===== src/rtl/img_loader_pkg.sv =====
// -----------------------------------------------------------------------------
// img_loader_pkg
// Shared definitions for the RAM image loader:
//   - loader_state_e : loader FSM states
//   - ASCII constants recognised by the image parser
//   - STRICT_HEX     : 1 when IMG_LOADER_STRICT_HEX_EN is defined
// Configuration macro: IMG_LOADER_STRICT_HEX_EN
// -----------------------------------------------------------------------------
package img_loader_pkg;

   typedef enum logic [2:0] {
      ST_IDLE = 3'd0,
      ST_HDR  = 3'd1,
      ST_LINE = 3'd2,
      ST_LO   = 3'd3,
      ST_EOL  = 3'd4,
      ST_DONE = 3'd5,
      ST_ERR  = 3'd6
   } loader_state_e;

   localparam logic [7:0] CH_HASH = 8'h23;  // '#'
   localparam logic [7:0] CH_NL   = 8'h0A;  // '\n'
   localparam logic [7:0] CH_CR   = 8'h0D;  // '\r'

`ifdef IMG_LOADER_STRICT_HEX_EN
   localparam logic STRICT_HEX = 1'b1;
`else
   localparam logic STRICT_HEX = 1'b0;
`endif

endpackage


===== src/rtl/hex_nibble_dec.sv =====
// -----------------------------------------------------------------------------
// hex_nibble_dec
// Combinational ASCII -> hex nibble decoder.
// Ports:
//   char_i    in  8  ASCII character
//   is_hex_o  out 1  character is an accepted hex digit
//   nibble_o  out 4  decoded value (4'h0 when not a hex digit)
// Configuration macro: IMG_LOADER_STRICT_HEX_EN
//   defined   : 0-9, A-F and a-f are hex digits
//   undefined : 0-9 and A-F only (lowercase decodes as non-hex, value 0)
// -----------------------------------------------------------------------------
module hex_nibble_dec (
   input  logic [7:0] char_i,
   output logic       is_hex_o,
   output logic [3:0] nibble_o
);

   always_comb begin
      is_hex_o = 1'b0;
      nibble_o = 4'h0;
      if (char_i >= 8'h30 && char_i <= 8'h39) begin
         is_hex_o = 1'b1;
         nibble_o = char_i[3:0];
      end else if (char_i >= 8'h41 && char_i <= 8'h46) begin
         // 'A' is 0x41, so the low nibble plus 9 gives 10..15
         is_hex_o = 1'b1;
         nibble_o = char_i[3:0] + 4'd9;
      end
`ifdef IMG_LOADER_STRICT_HEX_EN
      else if (char_i >= 8'h61 && char_i <= 8'h66) begin
         is_hex_o = 1'b1;
         nibble_o = char_i[3:0] + 4'd9;
      end
`endif
   end

endmodule


===== src/rtl/ram_image_loader.sv =====
// -----------------------------------------------------------------------------
// ram_image_loader
// Boot-time loader: parses an ASCII image ('#' header lines, then one "HL" hex
// byte per line) delivered one character per valid/ready handshake, writes the
// bytes into a byte-wide RAM, records each segment's start address in an entry
// table and holds the CPU in reset until the image has loaded cleanly.
// Ports:
//   clk_i, rst_n_i          clock, async active-low reset
//   start_i                 pulse: begin a load (ignored while loading)
//   char_valid_i/ready_o    character handshake; char_data_i, char_last_i
//   ram_we_o/addr_o/wdata_o registered RAM byte write
//   entry_we_o/idx_o/addr_o registered entry-table write
//   byte_cnt_o              bytes written this load (saturates at DEPTH)
//   cpu_rst_n_o             low holds the CPU in reset
//   done_o / err_o          sticky load status
// Configuration macro: IMG_LOADER_STRICT_HEX_EN (strict hex digit checking)
// Handshake: a character is consumed on a cycle where char_valid_i and
// char_ready_o are both high; ready depends only on the FSM state.
// -----------------------------------------------------------------------------
module ram_image_loader
   import img_loader_pkg::*;
#(
   parameter int ADDR_W  = 10,
   parameter int ENTRY_W = 4
) (
   input  logic              clk_i,
   input  logic              rst_n_i,
   input  logic              start_i,
   input  logic              char_valid_i,
   output logic              char_ready_o,
   input  logic [7:0]        char_data_i,
   input  logic              char_last_i,
   output logic              ram_we_o,
   output logic [ADDR_W-1:0] ram_addr_o,
   output logic [7:0]        ram_wdata_o,
   output logic              entry_we_o,
   output logic [ENTRY_W-1:0] entry_idx_o,
   output logic [ADDR_W-1:0] entry_addr_o,
   output logic [ADDR_W:0]   byte_cnt_o,
   output logic              cpu_rst_n_o,
   output logic              done_o,
   output logic              err_o
);

   localparam logic [ADDR_W:0]   DEPTH_CNT = {1'b1, {ADDR_W{1'b0}}};
   localparam logic [ADDR_W-1:0] ADDR_LAST = '1;
   localparam logic [ENTRY_W:0]  IDX_FULL  = {1'b1, {ENTRY_W{1'b0}}};

   loader_state_e state_q, state_d;
   logic [ADDR_W-1:0]  addr_q, addr_d;
   logic               full_q, full_d;     // last RAM location already written
   logic [ENTRY_W:0]   idx_q, idx_d;       // one extra bit to represent MAX_ENTRIES
   logic [ADDR_W:0]    cnt_q, cnt_d;
   logic [3:0]         hi_q, hi_d;
   logic               first_q, first_d;   // next non-CR char is the first of the load
   logic               ram_we_q, ram_we_d;
   logic [ADDR_W-1:0]  ram_addr_q, ram_addr_d;
   logic [7:0]         ram_wdata_q, ram_wdata_d;
   logic               entry_we_q, entry_we_d;
   logic [ENTRY_W-1:0] entry_idx_q, entry_idx_d;
   logic [ADDR_W-1:0]  entry_addr_q, entry_addr_d;
   logic               done_q, done_d;
   logic               err_q, err_d;
   logic               cpu_rst_n_q, cpu_rst_n_d;

   logic       accept, is_cr, is_nl, is_hash, is_hex, nib_ok;
   logic [3:0] nibble;

   hex_nibble_dec u_dec (
      .char_i   (char_data_i),
      .is_hex_o (is_hex),
      .nibble_o (nibble)
   );

   assign char_ready_o = (state_q == ST_HDR) || (state_q == ST_LINE) ||
                         (state_q == ST_LO)  || (state_q == ST_EOL);
   assign accept  = char_valid_i & char_ready_o;
   assign is_cr   = (char_data_i == CH_CR);
   assign is_nl   = (char_data_i == CH_NL);
   assign is_hash = (char_data_i == CH_HASH);
   // In legacy mode every char in a nibble position is taken (non-hex reads as 0)
   assign nib_ok  = is_hex | ~STRICT_HEX;

   always_comb begin
      state_d      = state_q;
      addr_d       = addr_q;
      full_d       = full_q;
      idx_d        = idx_q;
      cnt_d        = cnt_q;
      hi_d         = hi_q;
      first_d      = first_q;
      ram_we_d     = 1'b0;
      ram_addr_d   = ram_addr_q;
      ram_wdata_d  = ram_wdata_q;
      entry_we_d   = 1'b0;
      entry_idx_d  = entry_idx_q;
      entry_addr_d = entry_addr_q;

      case (state_q)
         ST_IDLE, ST_DONE, ST_ERR: begin
            if (start_i) begin
               state_d = ST_HDR;
               addr_d  = '0;
               full_d  = 1'b0;
               idx_d   = '0;
               cnt_d   = '0;
               first_d = 1'b1;
            end
         end
         ST_HDR: begin
            if (accept) begin
               if (is_cr) begin
                  if (char_last_i) state_d = ST_ERR;
               end else if (first_q && !is_hash) begin
                  state_d = ST_ERR;
               end else begin
                  first_d = 1'b0;
                  if (is_nl) begin
                     entry_we_d   = 1'b1;
                     entry_idx_d  = idx_q[ENTRY_W-1:0];
                     entry_addr_d = addr_q;
                     idx_d        = idx_q + 1'b1;
                     state_d      = char_last_i ? ST_DONE : ST_LINE;
                  end else if (char_last_i) begin
                     state_d = ST_ERR;
                  end
               end
            end
         end
         ST_LINE: begin
            if (accept) begin
               if (is_cr) begin
                  if (char_last_i) state_d = ST_ERR;
               end else if (is_nl) begin
                  if (char_last_i) state_d = ST_DONE;
               end else if (is_hash) begin
                  // No room for another entry: fail before any entry write
                  state_d = (char_last_i || idx_q == IDX_FULL) ? ST_ERR : ST_HDR;
               end else if (char_last_i || full_q || !nib_ok) begin
                  // full_q: RAM exhausted, refuse the byte rather than wrap
                  state_d = ST_ERR;
               end else begin
                  hi_d    = nibble;
                  state_d = ST_LO;
               end
            end
         end
         ST_LO: begin
            if (accept) begin
               if (is_cr) begin
                  if (char_last_i) state_d = ST_ERR;
               end else if (!nib_ok) begin
                  state_d = ST_ERR;
               end else begin
                  ram_we_d    = 1'b1;
                  ram_addr_d  = addr_q;
                  ram_wdata_d = {hi_q, nibble};
                  if (addr_q == ADDR_LAST) full_d = 1'b1;
                  else                     addr_d = addr_q + 1'b1;
                  if (cnt_q != DEPTH_CNT)  cnt_d  = cnt_q + 1'b1;
                  state_d = char_last_i ? ST_DONE : ST_EOL;
               end
            end
         end
         ST_EOL: begin
            if (accept) begin
               if (is_nl || is_cr) begin
                  if (char_last_i) state_d = ST_DONE;
                  else if (is_nl)  state_d = ST_LINE;
               end else begin
                  state_d = ST_ERR;
               end
            end
         end
         default: state_d = ST_IDLE;
      endcase

      done_d      = (state_d == ST_DONE);
      err_d       = (state_d == ST_ERR);
      cpu_rst_n_d = (state_d == ST_DONE);
   end

   always_ff @(posedge clk_i or negedge rst_n_i) begin
      if (!rst_n_i) begin
         state_q      <= ST_IDLE;
         addr_q       <= '0;
         full_q       <= 1'b0;
         idx_q        <= '0;
         cnt_q        <= '0;
         hi_q         <= '0;
         first_q      <= 1'b0;
         ram_we_q     <= 1'b0;
         ram_addr_q   <= '0;
         ram_wdata_q  <= '0;
         entry_we_q   <= 1'b0;
         entry_idx_q  <= '0;
         entry_addr_q <= '0;
         done_q       <= 1'b0;
         err_q        <= 1'b0;
         cpu_rst_n_q  <= 1'b0;
      end else begin
         state_q      <= state_d;
         addr_q       <= addr_d;
         full_q       <= full_d;
         idx_q        <= idx_d;
         cnt_q        <= cnt_d;
         hi_q         <= hi_d;
         first_q      <= first_d;
         ram_we_q     <= ram_we_d;
         ram_addr_q   <= ram_addr_d;
         ram_wdata_q  <= ram_wdata_d;
         entry_we_q   <= entry_we_d;
         entry_idx_q  <= entry_idx_d;
         entry_addr_q <= entry_addr_d;
         done_q       <= done_d;
         err_q        <= err_d;
         cpu_rst_n_q  <= cpu_rst_n_d;
      end
   end

   assign ram_we_o     = ram_we_q;
   assign ram_addr_o   = ram_addr_q;
   assign ram_wdata_o  = ram_wdata_q;
   assign entry_we_o   = entry_we_q;
   assign entry_idx_o  = entry_idx_q;
   assign entry_addr_o = entry_addr_q;
   assign byte_cnt_o   = cnt_q;
   assign done_o       = done_q;
   assign err_o        = err_q;
   assign cpu_rst_n_o  = cpu_rst_n_q;

endmodule


===== config.mk =====
export PLATFORM = sky130hd
export DESIGN_NAME = ram_image_loader
export DESIGN_NICKNAME = d
export VERILOG_FILES = /design/src/rtl/img_loader_pkg.sv /design/src/rtl/hex_nibble_dec.sv /design/src/rtl/ram_image_loader.sv
export SDC_FILE = /design/constraint.sdc
export NUM_CORES = 1
export LEC_CHECK = 0
export CORE_MARGIN = 2
export CORE_UTILIZATION = 50
export DETAILED_ROUTE_END_ITERATION = 8
export PLACE_DENSITY = 0.76
export SYNTH_ARGS = -nofsm -noshare
export SYNTH_HDL_FRONTEND = slang
export SYNTH_SLANG_ARGS = --single-unit

===== constraint.sdc =====
create_clock -name clk_i -period 2.65 [get_ports clk_i]
set_input_delay 0.3975 -clock clk_i [delete_from_list [all_inputs] [get_ports clk_i]]
set_output_delay 0.3975 -clock clk_i [all_outputs]
set_load 0.02 [all_outputs]

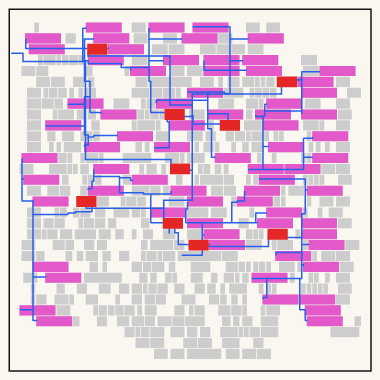
(run_1/clock_wires.png)
Drawn at 4 px/µm.
Magenta shows flip-flops, count 71. Blue shows clock wires, length 852 µm. Red shows clock-net drivers, count 9.
There are 10 routed clock nets. Position of the flops: spread over the die.
worst setup skew after layout: 9.992 ps
latest clock arrival within the worst-skew pair: 350 ps
share of power burned in the clock network: 0.293

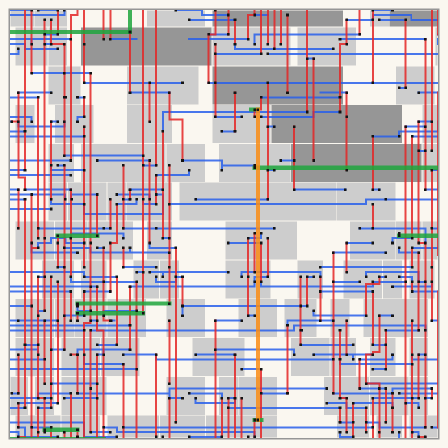
(run_1/closeup.png)
Region (30, 12) to (60, 42) µm. Cells in grey, sequential cells in the stronger grey; small squares are vias.
Orange shows M4. Red shows M2. Blue shows M1. Green shows M3.
Sequential cells in the window: 4. Most frequent: buf_4 (12), nand2_1 (7), nor2_1 (6). 76 logic cells have their middle in the window. Netlist names of flops here include `ram_addr_o` (2).

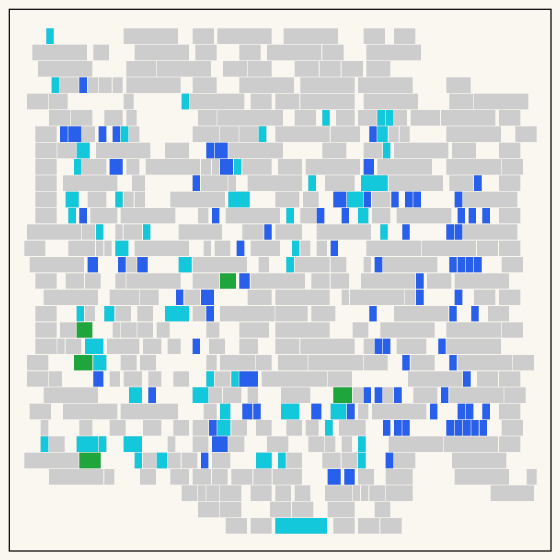
(run_1/gates.png)
Drawn at 6 px/µm.
Green shows non-inverting ao/oa cells, cells 5. Blue shows nand cells, cells 86, most used nand2_1. Cyan shows nor cells, cells 54, most used nor2_1.
filler-free cell count of the finished design: 564
Commonest Layout Cell: dfrtp_1
logic gate fraction of the total cell area: 0.3675

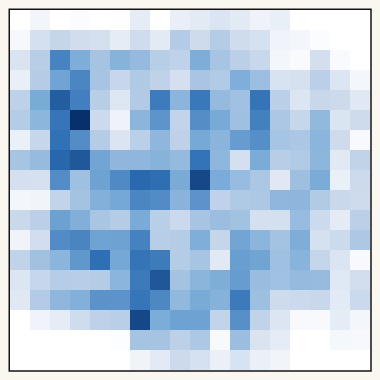
(run_1/route_heat.png)
Drawn at 4 px/µm. The die is cut into 18 by 18 equal tiles; white is low, dark blue is high, scaled to the fullest tile. Values are wire area over tile area, all layers added.
18% of the tiles are over half the peak. The fullest tile reaches 0.52. 10% of the tiles are nearly empty. The mean over all tiles is 0.16.
drt total wl: 8.388 mm
total routing resource utilization after global routing: 0.2206
number of vias after detailed routing: 3059
per-cell routed wire length: 14.87 µm

## run 1: kinds of logic (layout without fill, tap and decap cells)
group,after synthesis,in the layout,synth area share
adder cells (fa/ha/maj),10,10,0.03380
AND-OR/OR-AND,58,58,0.1159
flip-flops,71,71,0.4799
XOR/XNOR,16,16,0.03785
AND/OR/NAND/NOR,160,160,0.2214
multiplexers,24,24,0.07266
buffers and inverters,30,126,0.03852
## run 1: routing by layer
metal  part of all wire  vias up  GRT usage
li1                   -     1480          -
met1               0.44     1488     0.2847
met2               0.50       80     0.3653
met3              0.052       11    0.06538
met4              0.010        0    0.05769
met5                  0        -          0
==> job_summary.md, run 1 <==
## PnR job results

| Metric | Value |
|---|---|
| Result of the run | complete, no violations |
| Reg2reg end | cpu_rst_n_o |
| Worst path top cell family by delay | simple AND/OR/NAND/NOR gates |
| Post-synth tally of flip-flops with integrated enable | 0 |
| Post-synthesis register bit count | 71 |
| Depth of the critical timing path with buffers and inverters included | 10 |
| Clock sink count | just over 70 |
| First-pass GRT wire length | 14.49 mm |
| Maximum vdd drop | approximately 0.54 mV |
| Setup slack at placement | -168.5 ps |
| Group with the largest share of power | registers |
| Starting Density | 0.5132 |
| Cell count of the worst reg-to-reg path | 9 |
| Full die area | around 8100 µm² |
| Comb group | around 1.0 mW |
| Max FFs per register | 11 |
| Final Slew Violations | 0 |
| Largest net degree at the start of global routing | around 72 |
| Critical path origin | char_data_i[0] |
| Top cells by instance count after synthesis | dfrtp_1 (71), nand2_1 (69), nor2_1 (30), mux2_2 (23), o21ai_0 (19) |
| Clk root buf | clkbuf_8 |
| Critical register-to-register path startpoint | idx_q[0] |
| Sequential share of power | 0.395 |
| Min Hold Slack | ~52 ps |
| Clock Tree Buf Depth | 2 |
| Termination of the worst setup path | cpu_rst_n_o |
| Leakage power summed over all cells | between 2 and 2.5 nW |
| Worst slew slack as a fraction of its limit | 0.6466 |
| Type of the setup path with the least slack | in -> reg |
| Cycle use final | 0.9379 |
| Weighted congestion reported at the end of routability-driven placement | a little under 0.9 |
| Slew @ Worst Pin | 523.0 ps |
| Clock group power | about 0.95 mW |
| Buffers excl. clock | 96 |
| Post-detailed-placement cell area | about 4600 µm² |
| Largest fanout on the critical path | 5 |
| Required time of the critical path | 2930 ps |
| Number of buffers added to fix hold violations after cts | 0 |
| Syn Inst Count | between 300 and 400 |
| P&R area growth vs syn | 31.06% |
| Placed Instances | roughly 550 |
| Power per cell area | 670.8 nW/µm² |
| Number of iterations in the first detailed-routing pass | 4 |
| Total negative setup slack | 0 ps |
| Height of the die | between 90 and 100 µm |
| FP Rows | 31 |
| Sequential share of cell area | 0.3662 |
| Final layout net count | 484 |
| Cell-internal power | around 2.2 mW |
| Maximum single-stage delay on the critical path | 530 ps |
| Signal buffers share of area | 0.1841 |
| Number of remaining DRC errors | 0 |
| Input/output buffers | between 60 and 70 |
| Final number of setup-violating endpoints | 0 |
| Flip-flop and latch power | approximately 1.3 mW |
| Synthesis warning total | 0 |
| Classification of the worst-slack hold path | in -> async |
| Final period demand of the worst path | 2485 ps |
| Commonest cells after routing, fill and taps aside | dfrtp_1 (71), nand2_1 (69), clkdlybuf4s50_1 (60), buf_4 (33), nor2_1 (30) |
| Combinational gate area | 1783 µm² |
| Gate power share | 0.312 |
| Vias per inst | approximately 5.4 |
| Floorplan net count | 392 |
| Post-layout worst setup margin | 164.5 ps |
| Max-cap viol count | 0 |
| Tally of unique sky130hd cells used after synthesis | slightly above 60 |
| Sequential area share after synthesis | 0.4799 |
| Clock Network Area Fraction | 0.04513 |
| Area-dominant class | multi-input combinational cells |
| Number of clock-tree buffers in the layout | 10 |
| End-of-flow core utilization | 0.6726 |
| Core Footprint | just over 7000 µm² |
| Clock H-tree levels | 3 |
| Avg Inst Size Synth | 10.03 µm² |
| Commonest register cell after synthesis | dfrtp_1 |
| Pwr Total | 3.255 mW |
| Fraction of power spent switching nets | 0.3306 |
| Number of diodes added for antenna fixing | 0 |
| Top cell area share | 0.4799 |
| Flip-flops | 71 |
| Chip Area, Yosys | roughly 3700 µm² |
| Cell type of the slowest stage on the worst timing path | clkdlybuf4s50_1 |
| FFs w/ async S/R, synth | 1.000 |
| Iteration-0 DRC Markers | roughly 160 |
| Multi-input gates | ~270 |
| Clock Pin Slew Worst Setup and Hold Paths | about 70 ps |
| WP buf/inv | 2 |
| Number of warnings the tools reported | 33 |
| Cell type contributing the most total cell area after synthesis | dfrtp_1 |
| Number of global-route vias before repair | ~3100 |
| Kind of launch point of the worst setup path | primary input |
| Crit-path cells | clkdlybuf4s50_1, inv_1, ha_1, and2b_2, and3_1, nor4_1, o311ai_0, a32oi_1, a2bb2oi_2, and3_1 |
| CTS Buf Count | 9 |
| Tap cells | between 90 and 100 |
| Number of non-clock inverters in the layout | 15 |
| Final Instance Area | slightly below 5000 µm² |
| Remaining global-route overflow | 0 |
| Cell with the most instances on the worst path | and3_1 |
| Top post-synthesis cells by area | dfrtp_1 (48%), mux2_2 (7.0%), nand2_1 (7.0%) |
| I/O pin total | roughly 62 |
| Hold violation count in the final report | 0 |
==> run_1/congestion_map.png <==
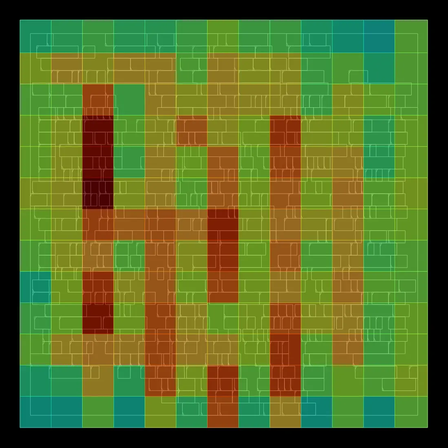

--- run 2 (diff from run 1) ---
--- a/config.mk
+++ b/config.mk
@@ -5,7 +5,6 @@
 export SDC_FILE = /design/constraint.sdc
 export NUM_CORES = 1
 export LEC_CHECK = 0
-export CORE_MARGIN = 2
 export CORE_UTILIZATION = 50
 export DETAILED_ROUTE_END_ITERATION = 8
 export PLACE_DENSITY = 0.76
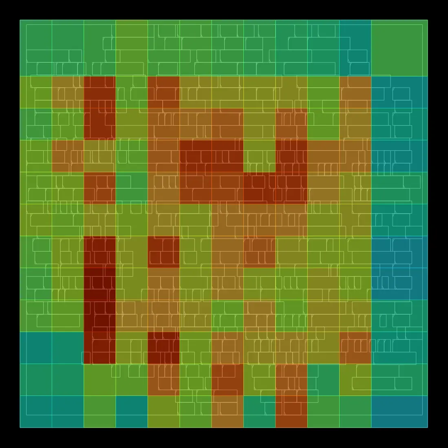
(run_2/congestion_map.png)
per-cell routed wire length: 14.41 µm
met2 usage in global routing: 0.3827

==> run 2 against run 1 <==
  * Critical path depth stayed put
  * Design area increased by 0.21%
  * Clock skew decreased by 4.8 ps
  * Synthesized cell count is the same
  * Count of clock-buffer cells in the layout fell by 1
  * Wire length decreased by 2.2%
  * Die area fell by 4.4%
  * Combinational power about the same
  * Global-route usage is 1.1 points higher
  * Utilization rose by 0.14 points
  * Via count up 1.7%
  * Largest power group unchanged
==> job_summary.md, run 2 <==
## PnR job results

| Metric | Value |
|---|---|
| Result of the run | complete, no violations |
| Slew @ Worst Pin | roughly 550 ps |
| Post-detailed-placement cell area | roughly 4700 µm² |
| Leakage power summed over all cells | roughly 2.2 nW |
| Most used routing layer | met2 |
| End-of-flow core utilization | 0.6740 |
| Avg Inst Size Synth | 10.03 µm² |
| Clock Pin Slew Worst Setup and Hold Paths | approximately 70 ps |
| Max FFs per register | 11 |
| Combinational gate area | 1783 µm² |
| Power per cell area | 651.0 nW/µm² |
| Placed Instances | ~550 |
| Met1 WL | 3.613 mm |
| Vias per inst | about 5.5 |
| Commonest cells after routing, fill and taps aside | dfrtp_1 (71), nand2_1 (69), clkdlybuf4s50_1 (60), buf_4 (36), nor2_1 (30) |
| Kind of launch point of the worst setup path | primary input |
| Worst slew slack as a fraction of its limit | 0.6258 |
| Weighted congestion reported at the end of routability-driven placement | about 0.93 |
| Number of global-route vias before repair | around 2900 |
| Largest net degree at the start of global routing | 33 |
| Combinational family with the most area after synthesis | simple AND/OR/NAND/NOR gates |
| Worst setup skew after layout | 5.168 ps |
| Floorplan net count | a little under 400 |
| Number of remaining DRC errors | 0 |
| Starting Density | 0.5132 |
| Worst path top cell family by delay | simple AND/OR/NAND/NOR gates |
| Commonest Layout Cell | dfrtp_1 |
| Chip Area, Yosys | roughly 3700 µm² |
| Gate power share | 0.326 |
| Clock Tree Buf Depth | 2 |
| WP buf/inv | 2 |
| P&R area growth vs syn | 31.33% |
| Tally of unique sky130hd cells used after synthesis | ~62 |
| FP Rows | 31 |
| CTS Buf Count | 9 |
| Type of the setup path with the least slack | in -> reg |
| Commonest register cell after synthesis | dfrtp_1 |
| Depth of the critical timing path with buffers and inverters included | 10 |
| Met3 track demand over resource in global routing | 0.04901 |
| Full die area | 7753 µm² |
| Final Slew Violations | 0 |
| Clk root buf | clkbuf_8 |
| Highest metal layer with signal wires | met4 |
| Final layout net count | ~490 |
| Max-cap viol count | 0 |
| Syn Inst Count | roughly 370 |
| Critical path origin | char_data_i[0] |
| Height of the die | between 80 and 90 µm |
| Top cell area share | 0.4799 |
| Cell count of the worst reg-to-reg path | 9 |
| Number of diodes added for antenna fixing | 0 |
| Number of warnings the tools reported | 33 |
| Maximum single-stage delay on the critical path | 520 ps |
| Critical register-to-register path startpoint | idx_q[0] |
| Share of power burned in the clock network | 0.266 |
| Iteration-0 DRC Markers | approximately 150 |
| Final number of setup-violating endpoints | 0 |
| I/O pin total | just over 60 |
| Cell type of the slowest stage on the worst timing path | clkdlybuf4s50_1 |
| Classification of the worst-slack hold path | reg -> reg |
| Final period demand of the worst path | roughly 2500 ps |
| Met2 layer wire length in the routed design | approximately 4 mm |
| FFs w/ async S/R, synth | 1.000 |
| Share of synthesized cell area in and, or, nand and nor gates | 0.2214 |
| Synthesis warning total | 0 |
| Hold violation count in the final report | 0 |
| Sequential share of power | 0.408 |
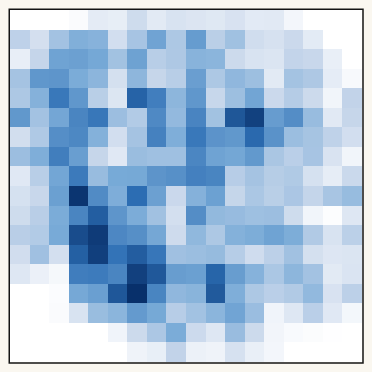
(run_2/route_heat.png)
Drawn at 4 px/µm. The die is cut into 18 by 18 equal tiles; white is low, dark blue is high, scaled to the fullest tile. Values are wire area over tile area, all layers added.
The emptiest ninth of the die: bottom right. 27% of the tiles are over half the peak. 9.9% of the tiles are nearly empty. The mean over all tiles is 0.17. The fullest tile reaches 0.48.
total routing resource utilization after global routing: 0.2314
number of vias after detailed routing: 3110
drt total wl: 8.200 mm

[run 2: cell counts after synthesis]
Identical to the previous run, type by type.
[run 2: area by class of cell]
cell class / instances / area share
clock inverter: 7 / 0.01493
multi-input combinational: 268 / 0.3667
timing repair buffer: 100 / 0.1904
clock buffer: 9 / 0.02548
inverter: 15 / 0.01158
tap: 99 / 0.02548
sequential: 71 / 0.3654
[run 2: timing repair]
action | 4_1_cts | 5_1_grt
hold buffers | 1 | 0
endpoints found under the setup margin | 0 | 0
hold endpoints to repair | 11 | 0
[run 2: power groups by stage]
stage	clock network, mW	registers [mW]	logic (mW)
3_5_place_dp	0	1.31	1.03
4_1_cts	0.873	1.29	1.04
3_3_place_gp	0	1.30	1.02
6_report	0.842	1.29	1.03
2_1_floorplan	0	1.35	0.558
5_1_grt	0.911	1.30	1.13
Power and IR drop assume default switching activity.
